**src/rtl/shift_pkg.sv**
```systemverilog
// ----------------------------------------------------------------------------
// shift_pkg
//   Shared definitions for the shift request arbiter and its helpers:
//   datapath widths, direction/fill encodings, the output-slot state type
//   and a behavioural 8-bit barrel shifter used in place of the shifter core.
// ----------------------------------------------------------------------------
package shift_pkg;

    localparam int DW  = 8;   // operand / result width
    localparam int SAW = 3;   // shift-amount width (0..7)

    // Direction encoding carried on req_lr
    localparam logic SH_LEFT  = 1'b1;
    localparam logic SH_RIGHT = 1'b0;

    // Right-shift fill encoding carried on req_al
    localparam logic SH_ARITH = 1'b1;
    localparam logic SH_LOGIC = 1'b0;

    // Output slot occupancy
    typedef enum logic {
        EMPTY = 1'b0,
        FULL  = 1'b1
    } slot_state_e;

    // Behavioural stand-in for the 8-bit barrel shifter core.
    // Left shifts always zero-fill; the fill select only matters going right.
    function automatic logic [DW-1:0] barrel_shift(
        input logic [DW-1:0]  din,
        input logic [SAW-1:0] shamt,
        input logic           lr,
        input logic           al
    );
        logic signed [DW-1:0] sdin;
        logic signed [DW-1:0] sres;
        sdin = signed'(din);
        sres = sdin >>> shamt;
        if (lr == SH_LEFT)
            return din << shamt;
        else if (al == SH_ARITH)
            return unsigned'(sres);
        else
            return din >> shamt;
    endfunction

endpackage : shift_pkg

```
**src/rtl/rr_pick.sv**
```systemverilog
// ----------------------------------------------------------------------------
// rr_pick
//   Combinational round-robin first-one finder. Starting at index ptr and
//   wrapping modulo NREQ, the first set bit of req wins.
//
//   Ports:
//     req    in   NREQ  candidate request vector
//     ptr    in   IDW   highest-priority index for this decision
//     grant  out  NREQ  one-hot winner (all zero when req is zero)
//     idx    out  IDW   binary index of the winner (0 when req is zero)
// ----------------------------------------------------------------------------
module rr_pick #(
    parameter int NREQ = 2,
    parameter int IDW  = 2
) (
    input  logic [NREQ-1:0] req,
    input  logic [IDW-1:0]  ptr,
    output logic [NREQ-1:0] grant,
    output logic [IDW-1:0]  idx
);

    // Walk priority distances from farthest to nearest so the nearest
    // valid requester (smallest distance from ptr) is the last one written.
    always_comb begin
        grant = '0;
        idx   = '0;
        for (int k = NREQ - 1; k >= 0; k--) begin
            for (int i = 0; i < NREQ; i++) begin
                if (req[i] && (i == ((int'(ptr) + k) % NREQ))) begin
                    grant    = '0;
                    grant[i] = 1'b1;
                    idx      = i[IDW-1:0];
                end
            end
        end
    end

endmodule : rr_pick

```
**src/rtl/shift_req_arbiter.sv**
```systemverilog
// ----------------------------------------------------------------------------
// shift_req_arbiter
//   Shares one combinational 8-bit barrel shifter between NREQ requesters.
//   Requesters are granted round-robin; the granted operation goes through
//   the shifter and its result lands in a single registered output slot
//   with valid/ready backpressure and the producing requester's ID.
//   The slot drains and refills in the same cycle, so a consumer holding
//   out_ready high sees one result per cycle.
//
//   Parameters:
//     NREQ  number of requesters (2..4)
//     IDW   width of out_id, 2**IDW >= NREQ
//
//   Ports:
//     clk        in   1       system clock, rising edge
//     rst        in   1       asynchronous active-high reset
//     req_valid  in   NREQ    per-requester command valid
//     req_ready  out  NREQ    per-requester accept, one-hot or zero
//     req_din    in   8*NREQ  operand, slice i belongs to requester i
//     req_shamt  in   3*NREQ  shift amount 0..7 per requester
//     req_lr     in   NREQ    1 = left, 0 = right
//     req_al     in   NREQ    right fill: 1 = arithmetic, 0 = logical
//     out_valid  out  1       result slot occupied
//     out_ready  in   1       consumer accepts the result
//     out_dout   out  8       shifted result
//     out_id     out  IDW     requester that produced the result
//     busy_cnt   out  8       saturating count of stalled request cycles
// ----------------------------------------------------------------------------
module shift_req_arbiter
    import shift_pkg::*;
#(
    parameter int NREQ = 2,
    parameter int IDW  = 2
) (
    input  logic                clk,
    input  logic                rst,
    input  logic [NREQ-1:0]     req_valid,
    output logic [NREQ-1:0]     req_ready,
    input  logic [DW*NREQ-1:0]  req_din,
    input  logic [SAW*NREQ-1:0] req_shamt,
    input  logic [NREQ-1:0]     req_lr,
    input  logic [NREQ-1:0]     req_al,
    output logic                out_valid,
    input  logic                out_ready,
    output logic [DW-1:0]       out_dout,
    output logic [IDW-1:0]      out_id,
    output logic [7:0]          busy_cnt
);

    // ------------------------------------------------------------------
    // Helpers
    // ------------------------------------------------------------------

    // Stall statistic sticks at all-ones instead of wrapping.
    function automatic logic [7:0] sat_inc8(input logic [7:0] cnt);
        return (cnt == 8'hFF) ? cnt : cnt + 8'd1;
    endfunction

    // Pointer moves to the requester just after the winner, modulo NREQ.
    function automatic logic [IDW-1:0] ptr_after(input logic [IDW-1:0] win);
        logic [IDW-1:0] last_idx;
        last_idx = IDW'(NREQ - 1);
        return (win == last_idx) ? '0 : win + IDW'(1);
    endfunction

    // ------------------------------------------------------------------
    // State
    // ------------------------------------------------------------------
    slot_state_e     state;
    logic [IDW-1:0]  rr_ptr;
    logic            vld_p1;
    logic [DW-1:0]   dout_p1;
    logic [IDW-1:0]  id_p1;
    logic [7:0]      stall_cnt;

    // ------------------------------------------------------------------
    // Stage p0: slot availability, arbitration, operand mux, shift
    // ------------------------------------------------------------------
    logic            slot_free_p0;
    logic [NREQ-1:0] pick_req_p0;
    logic [NREQ-1:0] grant_vec_p0;
    logic [IDW-1:0]  grant_idx_p0;
    logic            grant_p0;
    logic            stall_p0;
    logic [DW-1:0]   sel_din_p0;
    logic [SAW-1:0]  sel_shamt_p0;
    logic            sel_lr_p0;
    logic            sel_al_p0;
    logic [DW-1:0]   shift_p0;

    // A full slot can still take a new result when it is being drained in
    // the same cycle.
    assign slot_free_p0 = (state == EMPTY) || out_ready;

    // Masking the candidates (rather than the grant) keeps req_ready and
    // the internal grant strictly identical; reset forces it to zero.
    assign pick_req_p0 = (rst || !slot_free_p0) ? '0 : req_valid;

    rr_pick #(
        .NREQ (NREQ),
        .IDW  (IDW)
    ) u_rr_pick (
        .req   (pick_req_p0),
        .ptr   (rr_ptr),
        .grant (grant_vec_p0),
        .idx   (grant_idx_p0)
    );

    assign req_ready = grant_vec_p0;
    assign grant_p0  = |grant_vec_p0;
    assign stall_p0  = (|req_valid) && !grant_p0;

    // Steer the winner's command onto the shared shifter inputs.
    always_comb begin
        sel_din_p0   = '0;
        sel_shamt_p0 = '0;
        sel_lr_p0    = 1'b0;
        sel_al_p0    = 1'b0;
        for (int i = 0; i < NREQ; i++) begin
            if (grant_idx_p0 == i[IDW-1:0]) begin
                sel_din_p0   = req_din[i*DW +: DW];
                sel_shamt_p0 = req_shamt[i*SAW +: SAW];
                sel_lr_p0    = req_lr[i];
                sel_al_p0    = req_al[i];
            end
        end
    end

    assign shift_p0 = barrel_shift(sel_din_p0, sel_shamt_p0, sel_lr_p0, sel_al_p0);

    // ------------------------------------------------------------------
    // Stage p1: output slot, round-robin pointer, stall counter
    // ------------------------------------------------------------------
    always_ff @(posedge clk or posedge rst) begin
        if (rst) begin
            state     <= EMPTY;
            rr_ptr    <= '0;
            vld_p1    <= 1'b0;
            dout_p1   <= '0;
            id_p1     <= '0;
            stall_cnt <= '0;
        end else begin
            if (stall_p0)
                stall_cnt <= sat_inc8(stall_cnt);

            if (grant_p0) begin
                state   <= FULL;
                vld_p1  <= 1'b1;
                dout_p1 <= shift_p0;
                id_p1   <= grant_idx_p0;
                rr_ptr  <= ptr_after(grant_idx_p0);
            end else if (state == FULL && out_ready) begin
                // Drained with nothing to refill: data and ID keep their
                // last values, only the slot empties.
                state  <= EMPTY;
                vld_p1 <= 1'b0;
            end
        end
    end

    assign out_valid = vld_p1;
    assign out_dout  = dout_p1;
    assign out_id    = id_p1;
    assign busy_cnt  = stall_cnt;

endmodule : shift_req_arbiter

```
**config.mk**
```make
export PLATFORM = sky130hd
export DESIGN_NAME = shift_req_arbiter
export DESIGN_NICKNAME = d
export VERILOG_FILES = /design/src/rtl/shift_pkg.sv /design/src/rtl/rr_pick.sv /design/src/rtl/shift_req_arbiter.sv
export SDC_FILE = /design/constraint.sdc
export NUM_CORES = 1
export LEC_CHECK = 0
export CORE_UTILIZATION = 54
export DETAILED_ROUTE_END_ITERATION = 10
export GPL_TIMING_DRIVEN = 0
export PLACE_DENSITY = 0.91
export SLEW_MARGIN = 20
export SYNTH_ARGS = -nofsm -noshare
export SYNTH_HDL_FRONTEND = slang
export SYNTH_SLANG_ARGS = --single-unit
```
**constraint.sdc**
```tcl
create_clock -name clk -period 4.5 [get_ports clk]
set_clock_uncertainty 0.15 [all_clocks]
set_input_delay 0.9 -clock clk [delete_from_list [all_inputs] [get_ports clk]]
set_output_delay 0.9 -clock clk [all_outputs]
set_load 0.005 [all_outputs]
```
### Metal 1, run 1

Supply wires on this layer in gray.
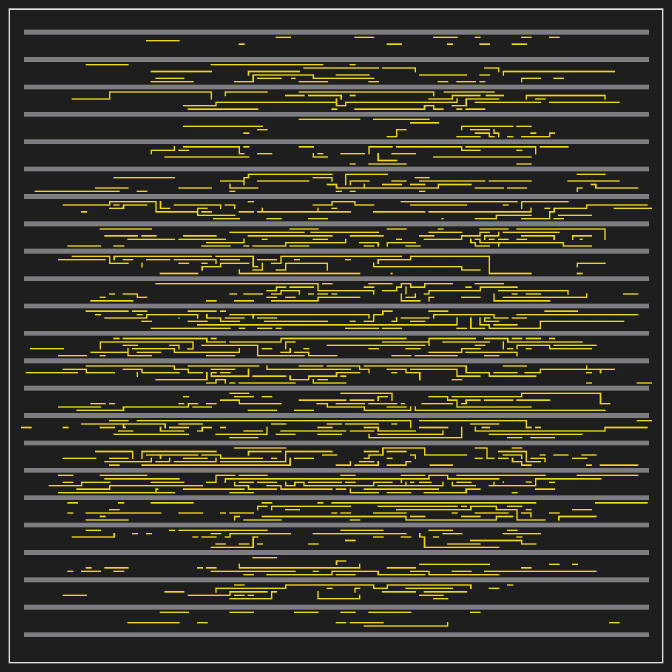
The longest straight run is 27.1 um. The layer holds 40% of the routed length. The wires run mostly horizontal.

### Cell area per tile, run 1

The die is cut into 6 by 6 equal tiles; white is low, dark blue is high, 0 to 100% covered.
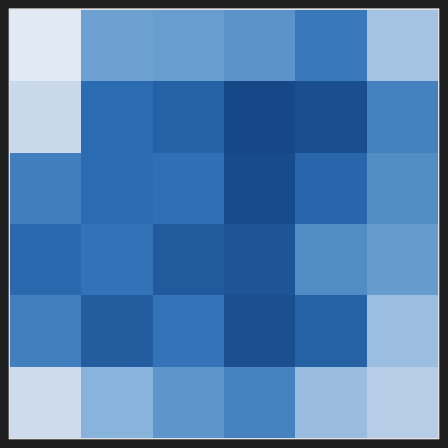
The emptiest ninth of the die: upper left. The densest ninth of the die: center. 36% of the tiles are over 75% full. The mean over all tiles is 64%.

### Cell classes on the final placement, run 1

Scale bar: 20 um. Fill, decap, tap and diode cells in gray.
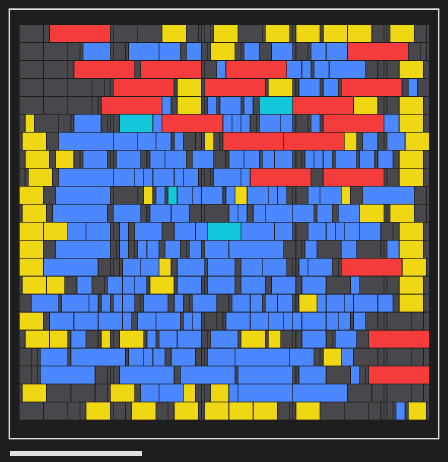
Blue is all other logic, cells 190, share of their area 59%. Cyan is clock drivers and dummy loads, cells 4, share of their area 1.7%. Red is flops, cells 19, share of their area 18%. Yellow is other buffers and delay cells, cells 66, share of their area 22%.

==> results.txt, run 1 <==
The implementation run finished. STA classifies the critical path startpoint as a primary input. CTS built an H-tree with a depth of 1. Input and output buffers added on the ports amount to 49. Counting instances in the post-synthesis netlist gives the leading cell types as sky130_fd_sc_hd__nand2_1 (24), sky130_fd_sc_hd__mux2i_1 (22), sky130_fd_sc_hd__nor2_1 (20).

For reference, XOR and XNOR gates occupy 2.88% of the area reported after synthesis. The cell sequence reported for the critical path is clkdlybuf4s50_1 > clkinvlp_4 > nand4_4 > inv_2 > buf_2 > buf_4 > nor2_1 > clkdlybuf4s50_1. Synthesis-stage register bit count landed at 19. Total global-route track usage landed at 30.0%.

Fraction of synthesis flops using an asynchronous set or reset pin landed at 100%. The completed layout was analyzed and its total power is 0.781 mW. Per the layout area report, the combinational gate area comes to 1540 um^2.

Setup repair after global routing left no endpoint under its margin. The most critical setup path has its endpoint at req_ready[0]. Worst slack at placement landed at -0.0856 ns.

Sequential cells account for 34.9% of the total power. The kind of cell with the highest combined delay along the critical path is buffers and inverters. I/O pin count landed at 52. Of the cells placed in the final design, the portion with a size suffix greater than 1 is 18.6%. Per the cell usage report, the commonest logic cell in the layout is sky130_fd_sc_hd__clkdlybuf4s50_1. From bottom edge to top edge, the die measures 64.8 um.

The pre-antenna-repair detailed-routing pass consisted of 5 iterations. And-or/or-and share of the synthesized area landed at 15.4%. The repair_antennas step left the layout with diodes totalling 0.

Largest vdd supply drop landed at 0.000198 V. The finished design was reported to have a net count of 312. The floorplan step set the die width to 64.8 um. The first routing iteration left 178 violations. Number of cells in the yosys synthesis report landed at 225.

Worst path buffer plus inverter count landed at 6. After detailed routing, the number of remaining DRC violations is 0. After filler insertion, the fill cell instance count of the layout stands at 291. Power density over the cells landed at 286 nW/um^2. The tool warning count for the run is 26.

Remaining max-slew budget at the tightest pin landed at 54.3%. Post-CTS clock slew at the launch and capture registers of the worst setup and hold paths landed at 0.07 ns. Power dissipated by switching net loads landed at 0.273 mW. The gate-level netlist out of Yosys references 52 unique cell types. Routability congestion estimate from global placement landed at 0.941. The switching portion of total power comes to 35.0%. The biggest area contributor in the post-synthesis netlist is sky130_fd_sc_hd__dfrtp_1. Number of buffers created by CTS landed at 3. Per the STA report, the cell with the highest stage delay on the worst path is sky130_fd_sc_hd__clkdlybuf4s50_1. Number of enable flip-flop cells landed at 0. Simple-gate share of the synthesized area landed at 20.0%.

Synthesis produced a netlist with a net count of 257. Count of yosys warnings during synthesis landed at 0. Half-perimeter wire length of the detailed placement result landed at 4730 um. The synthesis report names the predominant flop master as sky130_fd_sc_hd__dfrtp_1. The main area contributors are sky130_fd_sc_hd__dfrtp_1 (22%), sky130_fd_sc_hd__mux4_2 (16%), sky130_fd_sc_hd__mux2i_1 (10%).

The cell sitting at the root of the clock tree is a sky130_fd_sc_hd__clkbuf_8. For this run, the detailed router reports a per-instance via density of 6.49. Share of the synthesized area in the top cell type landed at 22.4%. In the final report, the number of hold violations comes to 0. Per-instance average area after synthesis landed at 9.45 um^2. Of the total power, the clock network draws 15.5%. Sequential area share after synthesis landed at 22.4%. Number of cell instances on the worst register-to-register path landed at 5. The initial antenna violation count is 0. Yosys instantiated no cell more often than sky130_fd_sc_hd__nand2_1. Clock network power for this build is 0.121 mW. Worst setup slack for register-to-register paths landed at 2.30 ns. After floorplanning, the core was divided into 22 placement rows.

Clock latency on the worst-skew pair landed at 0.26 ns. Per the timing report, the most critical flop-to-flop path finishes at busy_cnt[4]. The via count of the first global-routing pass was 1,882. The script logs the mean routed wire length per placed instance as 18.4 um.

The longest incremental delay of any stage on the critical path is reported as 0.61 ns. Setup TNS landed at 0 ns. Count of mapped cells out of synthesis landed at 225.

In this run, placement finished with an instance count of 322. Recorded from the global router log, the overflow total was 0. Once layout is complete, the cells apart from fillers number 327. Sequential cells consume a total of 0.273 mW. Of the combinational cells, the family taking the most area is multiplexers. The run finished with clean final reports. In this run the most critical hold path is launched from busy_cnt[5]. Cell internal power was estimated by the tool at 0.508 mW. After routing the design area is 2730 um^2. Part of the total power dissipated in combinational logic landed at 49.5%. In the final report, the number of pins over their slew limit comes to 0. Yosys synthesis chip area landed at 2130 um^2.

Pin slew with the least headroom to its limit landed at 0.685 ns. In this run the post-CTS setup repair buffer count came out at 0. Summed over all combinational cells, the power is 0.387 mW. The required time at the worst endpoint is listed as 3.45 ns. The worst hold path terminates at busy_cnt[5].

Chip area landed at 4190 um^2. Maximum fanout count along the critical path landed at 11. Worst-case clock buffer depth landed at 2. Counting stages on the worst path, the most repeated cell is sky130_fd_sc_hd__clkdlybuf4s50_1. Summing the areas of all fa, ha and maj instances in the mapped netlist gives 0.588% of the synthesized area. TritonCTS built the clock tree. Reported leakage power landed at 1.09 nW. For reference, the most critical setup path is categorized as in2out. In this run the worst setup path begins at rst. The worst setup path is captured at an output port. Final clock period utilization by the worst path landed at 95.1%. Worst endpoint data arrival time landed at 3.23 ns.

The most critical hold endpoint after final layout shows a slack of 0.339 ns. Looking at the group totals, the largest power group turns out to be combinational cells. Shortest period the worst path allows landed at 4.28 ns. Least setup slack across all paths after layout landed at 0.222 ns.

The total area inside the core boundary comes to 3720 um^2. The first global-routing pass estimated 9440 um of wire. Number of cells traversed by the worst hold path landed at 1.

Total placed instance area landed at 2680 um^2. Multiplexer share of the synthesized area landed at 33.2%. Setup violations remaining at the end of the flow were counted as 0. Clock sink count landed at 19.

The sequential cells in the finished layout cover a total of 475 um^2. Maximum number of pins on one net before global-route repair landed at 23. Hold buffer count at cts landed at 0. Remaining number of nets flagged by the antenna check after routing landed at 0. The critical path crosses 8 cells after its start point. For this block, the routed nets add up to 6010 um of wire. Achievable frequency landed at 234 MHz. The area growth from synthesis to layout is 28.4%.

STA lists the startpoint of the worst register-to-register path as busy_cnt[0]. Post-synthesis cell area landed at 2130 um^2. The top cell types in the final layout, fill and taps aside, are sky130_fd_sc_hd__clkdlybuf4s50_1 (49), sky130_fd_sc_hd__nand2_1 (24), sky130_fd_sc_hd__mux2i_1 (22). The worst hold path belongs to the class reg2reg. For this configuration, the core starts out at a cell density of 57.2%. Max-cap violations in this run came to 0. Via count landed at 2,123.

Utilization after layout landed at 73.5%.
run 1: flip-flops by register name, summed over array words and instances (netlist names):
register,count
rr_ptr,1
out_valid,1
busy_cnt,8
out_id,1
out_dout,8
run 1: area by class of cell:
type	instances	area share [%]
multi-input cells	184	56.3
repair buffers	49	18.0
flip-flops and latches	19	17.4
plain buffers	17	3.53
well taps	48	2.20
clock buffers	4	1.65
inverters	5	0.825
repair inverters	1	0.183
run 1: layer usage:
metal | part of all wire [%] | GRT usage, % | up-vias
li1 | - | - | 975
met1 | 40 | 39.9 | 991
met2 | 48 | 47.3 | 137
met3 | 9.1 | 6.34 | 20
met4 | 2.7 | 12.2 | 0
met5 | 0 | 0 | -
run 1: timing repair:
item,4_1_cts,5_1_grt
resized,1,0
gates cloned,0,1
setup endpoints to repair,2,1
### Congestion heat map, run 1

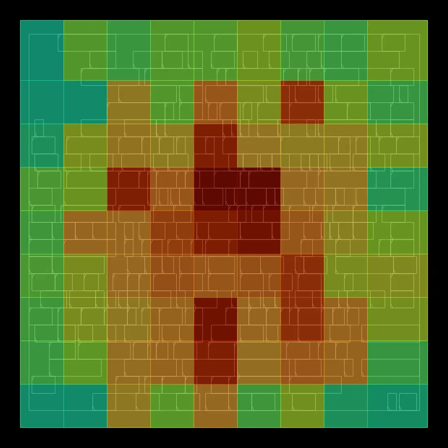

--- run 2 (diff from run 1) ---
CORE_MARGIN = 10   (was unset)
SKIP_LAST_GASP = 1   (was unset)
### Congestion heat map, run 2

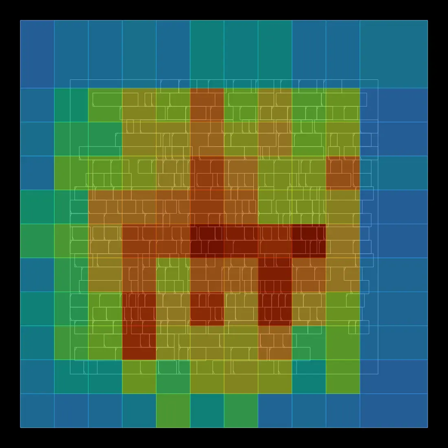
GR Layer Usage met2: 29.8%
Util after Layout: 73.0%
fraction of met1 tracks used by global routing: 24.2%
WL/cell: 20.0 um

### Met4 routing, run 2

Scale bar: 20 um. Supply wires on this layer in gray. Cells faint in the background.
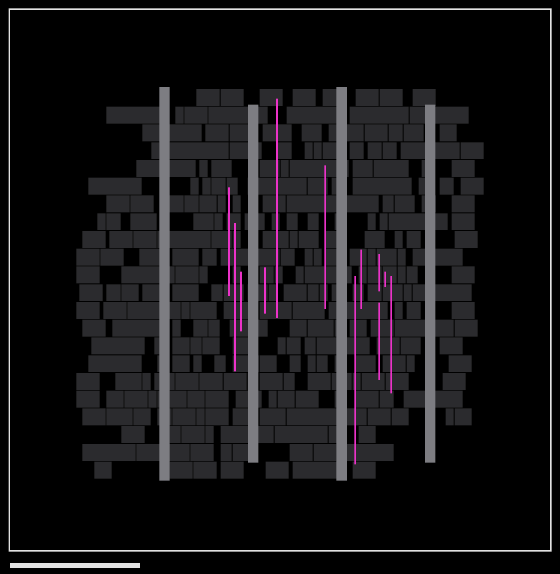
12 nets have wire on it. The longest straight run is 33.3 um.

==> run 2 against run 1 <==
Effect of this change: routed wire length rose by 8.5%; flip-flop count did not move; register-to-register slack got worse by 0.04 ns; sequential share of layout area barely moved; design area barely moved; total power rose by 0.12%; combinational power barely moved; highest routed layer unchanged.
==> results.txt, run 2 <==
The implementation run finished. TritonCTS built the clock tree. Summed over all sequential cells, the power is 0.270 mW. For this design, Yosys synthesis ends with a cell count of 225. In this run the clock root is driven by a sky130_fd_sc_hd__clkbuf_8.

STA classifies the critical path startpoint as a primary input. The script extracted a total leakage power of 1.10 nW. First-pass GRT wire length landed at 10,100 um.

Looking at hold timing, the worst path starts from out_id[0]. On the worst setup and hold paths after CTS, the clock-pin slew comes to 0.07 ns. Pin slew with the least headroom to its limit landed at 0.614 ns. I/O pin count landed at 52. Prior to clock tree synthesis, the placed netlist has a worst setup slack of -0.118 ns. After synthesis the netlist holds a flip-flop and latch count of 19.

Critical path depth landed at 8. Power dissipated by switching net loads landed at 0.276 mW. Tally of max-capacitance violations landed at 0. Number of cell instances on the worst register-to-register path landed at 7. Clock latency on the worst-skew pair landed at 0.27 ns. The post-synth count of flops with an enable pin is 0. The synthesis run shows multiplexers occupying 33.2% of the cell area. In this run the most used layer during global routing was met2. Routability congestion estimate from global placement landed at 0.937. The via count of the first global-routing pass is 1,987. Among the stages of the critical path, the cell type that occurs most often is sky130_fd_sc_hd__clkdlybuf4s50_1. Checking hold timing, the worst path is listed with class reg2reg.

STA lists the endpoint of the worst register-to-register path as out_dout[4]. Post-synthesis share of cell area spent on xor and xnor gates landed at 2.88%. For this run, the top clock speed supported by timing is 234 MHz.

Remaining routing DRC violations landed at 0. Worst path buffer plus inverter count landed at 6. Entering global routing, the biggest net connects 23 pins. Least setup slack across all paths after layout landed at 0.223 ns. By instance count after routing, the leading logic cell types are sky130_fd_sc_hd__clkdlybuf4s50_1 (49), sky130_fd_sc_hd__nand2_1 (24), sky130_fd_sc_hd__mux2i_1 (22).

Fraction of synthesis flops using an asynchronous set or reset pin landed at 100%. Warnings raised by the tools during the run amount to 26. Chip area landed at 6850 um^2. Final clock period utilization by the worst path landed at 95.0%. Per the summary, power density relative to cell area is 286 nW/um^2. Per the OpenROAD floorplan log, the width of the die is 82.8 um.

Detailed-routed wire length on met2 landed at 3140 um. Share of the synthesized area in the top cell type landed at 22.4%. Final number of setup-violating endpoints landed at 0. For this run, the leading register cell type out of synthesis is sky130_fd_sc_hd__dfrtp_1. Per report_power, the clock group accounts for 15.9% of the total. Number of levels in the clock H-tree landed at 1. Ratio of routed vias to standard cells landed at 6.57. By area, the combinational part of the netlist is dominated by multiplexers. Initial antenna violation count landed at 0. Total placed instance area landed at 2680 um^2. Detailed-router iteration count before antenna repair landed at 6. The biggest slice of the total power is consumed by combinational cells. 0 antenna diodes ended up in the layout. Internal power component landed at 0.506 mW. Once detail routing completed, the nets flagged for antenna violations numbered 0. The floorplan has 22 rows.

Setup repair after global routing left no endpoint under its margin. Post-synthesis cell area landed at 2130 um^2. The power report shows net switching accounting for 35.3% of the total. Met3 capacity usage during global routing landed at 4.00%. Tracing the worst setup path back leads to its startpoint at rst. Counting pins that exceed their max-slew limit in the final report gives 0. Synthesis handed over a netlist of 225 instances. Count of placed standard cells in the final layout, fillers left out landed at 327.

Synthesis-to-layout area growth landed at 28.5%. The highest layer touched by signal routing is met4. Shortest period the worst path allows landed at 4.28 ns. Unique cell type count in the Yosys netlist landed at 52.

Routed wire length landed at 6520 um. The cell type that accounts for the most area after synthesis is sky130_fd_sc_hd__dfrtp_1. For this run, the chip area from Yosys synthesis comes to 2130 um^2. In this design, the largest share of critical-path delay is due to buffers and inverters. Per report_power, the Clock row totals 0.124 mW. Core utilization at floorplan landed at 56.8%. In the Yosys report, the sequential cells make up 22.4% of the chip area. For this block, wires on met1 add up to 2590 um. The post-CTS hold buffer count recorded in the log is 0.

Worst setup slack for register-to-register paths landed at 2.26 ns. Power of the combinational group landed at 0.388 mW. The worst setup path is captured at an output port. The run finished with clean final reports. For reference, simple AND, OR, NAND and NOR cells occupy 20.0% of the area reported after synthesis. The clock passes through at most 2 buffers.

Per the timing report, the most critical flop-to-flop path originates at rr_ptr[0]. Die span in y landed at 82.8 um. Ranked by total cell area, the synthesized netlist is headed by sky130_fd_sc_hd__dfrtp_1 (22%), sky130_fd_sc_hd__mux4_2 (16%), sky130_fd_sc_hd__mux2i_1 (10%). The commonest cells after synthesis are sky130_fd_sc_hd__nand2_1 (24), sky130_fd_sc_hd__mux2i_1 (22), sky130_fd_sc_hd__nor2_1 (20).

Averaged over all synthesized cells, the footprint is 9.45 um^2. Count of yosys warnings during synthesis landed at 0. Per STA, the endpoint of the critical path is req_ready[0]. Ratio of cells with drive above 1 in the final layout landed at 19.0%.

VDD sags by at most 0.000135 V. The finished design was reported to have a net count of 312.
### Metal 1, run 2

Supply wires on this layer in gray.
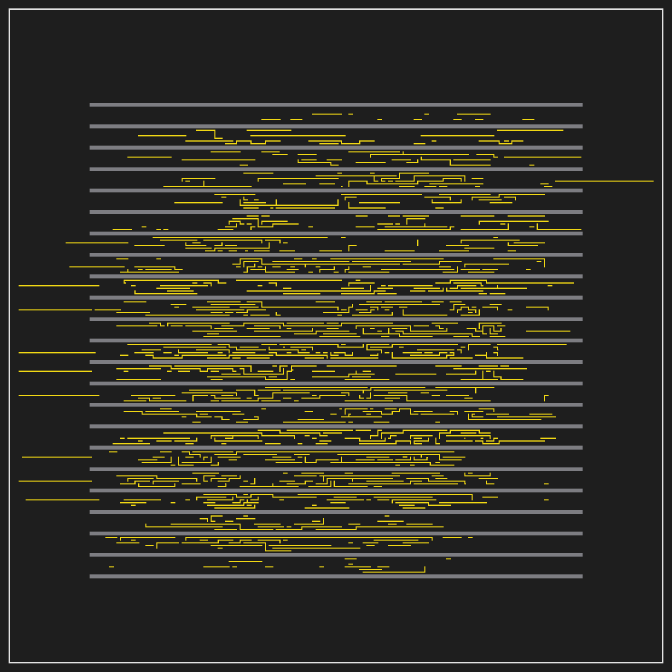
The longest straight run is 31.3 um. The wires run mostly horizontal. The layer holds 40% of the routed length.

run 2: worst min path at each step:
stage | end | slack, ns | cells past startpoint
after floorplan | rr_ptr[0] | 0.31 | 1
after global placement | out_id[0] | 0.31 | 2
after detailed placement | out_dout[5] | 0.33 | 2
after CTS | out_dout[5] | 0.34 | 2
after global routing | out_dout[5] | 0.36 | 2
final | out_id[0] | 0.34 | 2
run 2: final cells by class:
type | count | area [um^2]
clock inverter | 1 | 5.00
buffer | 17 | 96.3
tap | 48 | 60.1
timing repair buffer | 49 | 490
fill | 288 | 1010
sequential | 19 | 475
inverter | 5 | 22.5
timing repair inverter | 1 | 5.00
clock buffer | 3 | 41.3
multi-input combinational | 184 | 1540
run 2: repair_timing:
action / CTS / global route
cloned: 0 / 1
gates resized: 1 / 0
endpoints found under the setup margin: 2 / 1
Power is estimated from default activity; no workload was simulated.
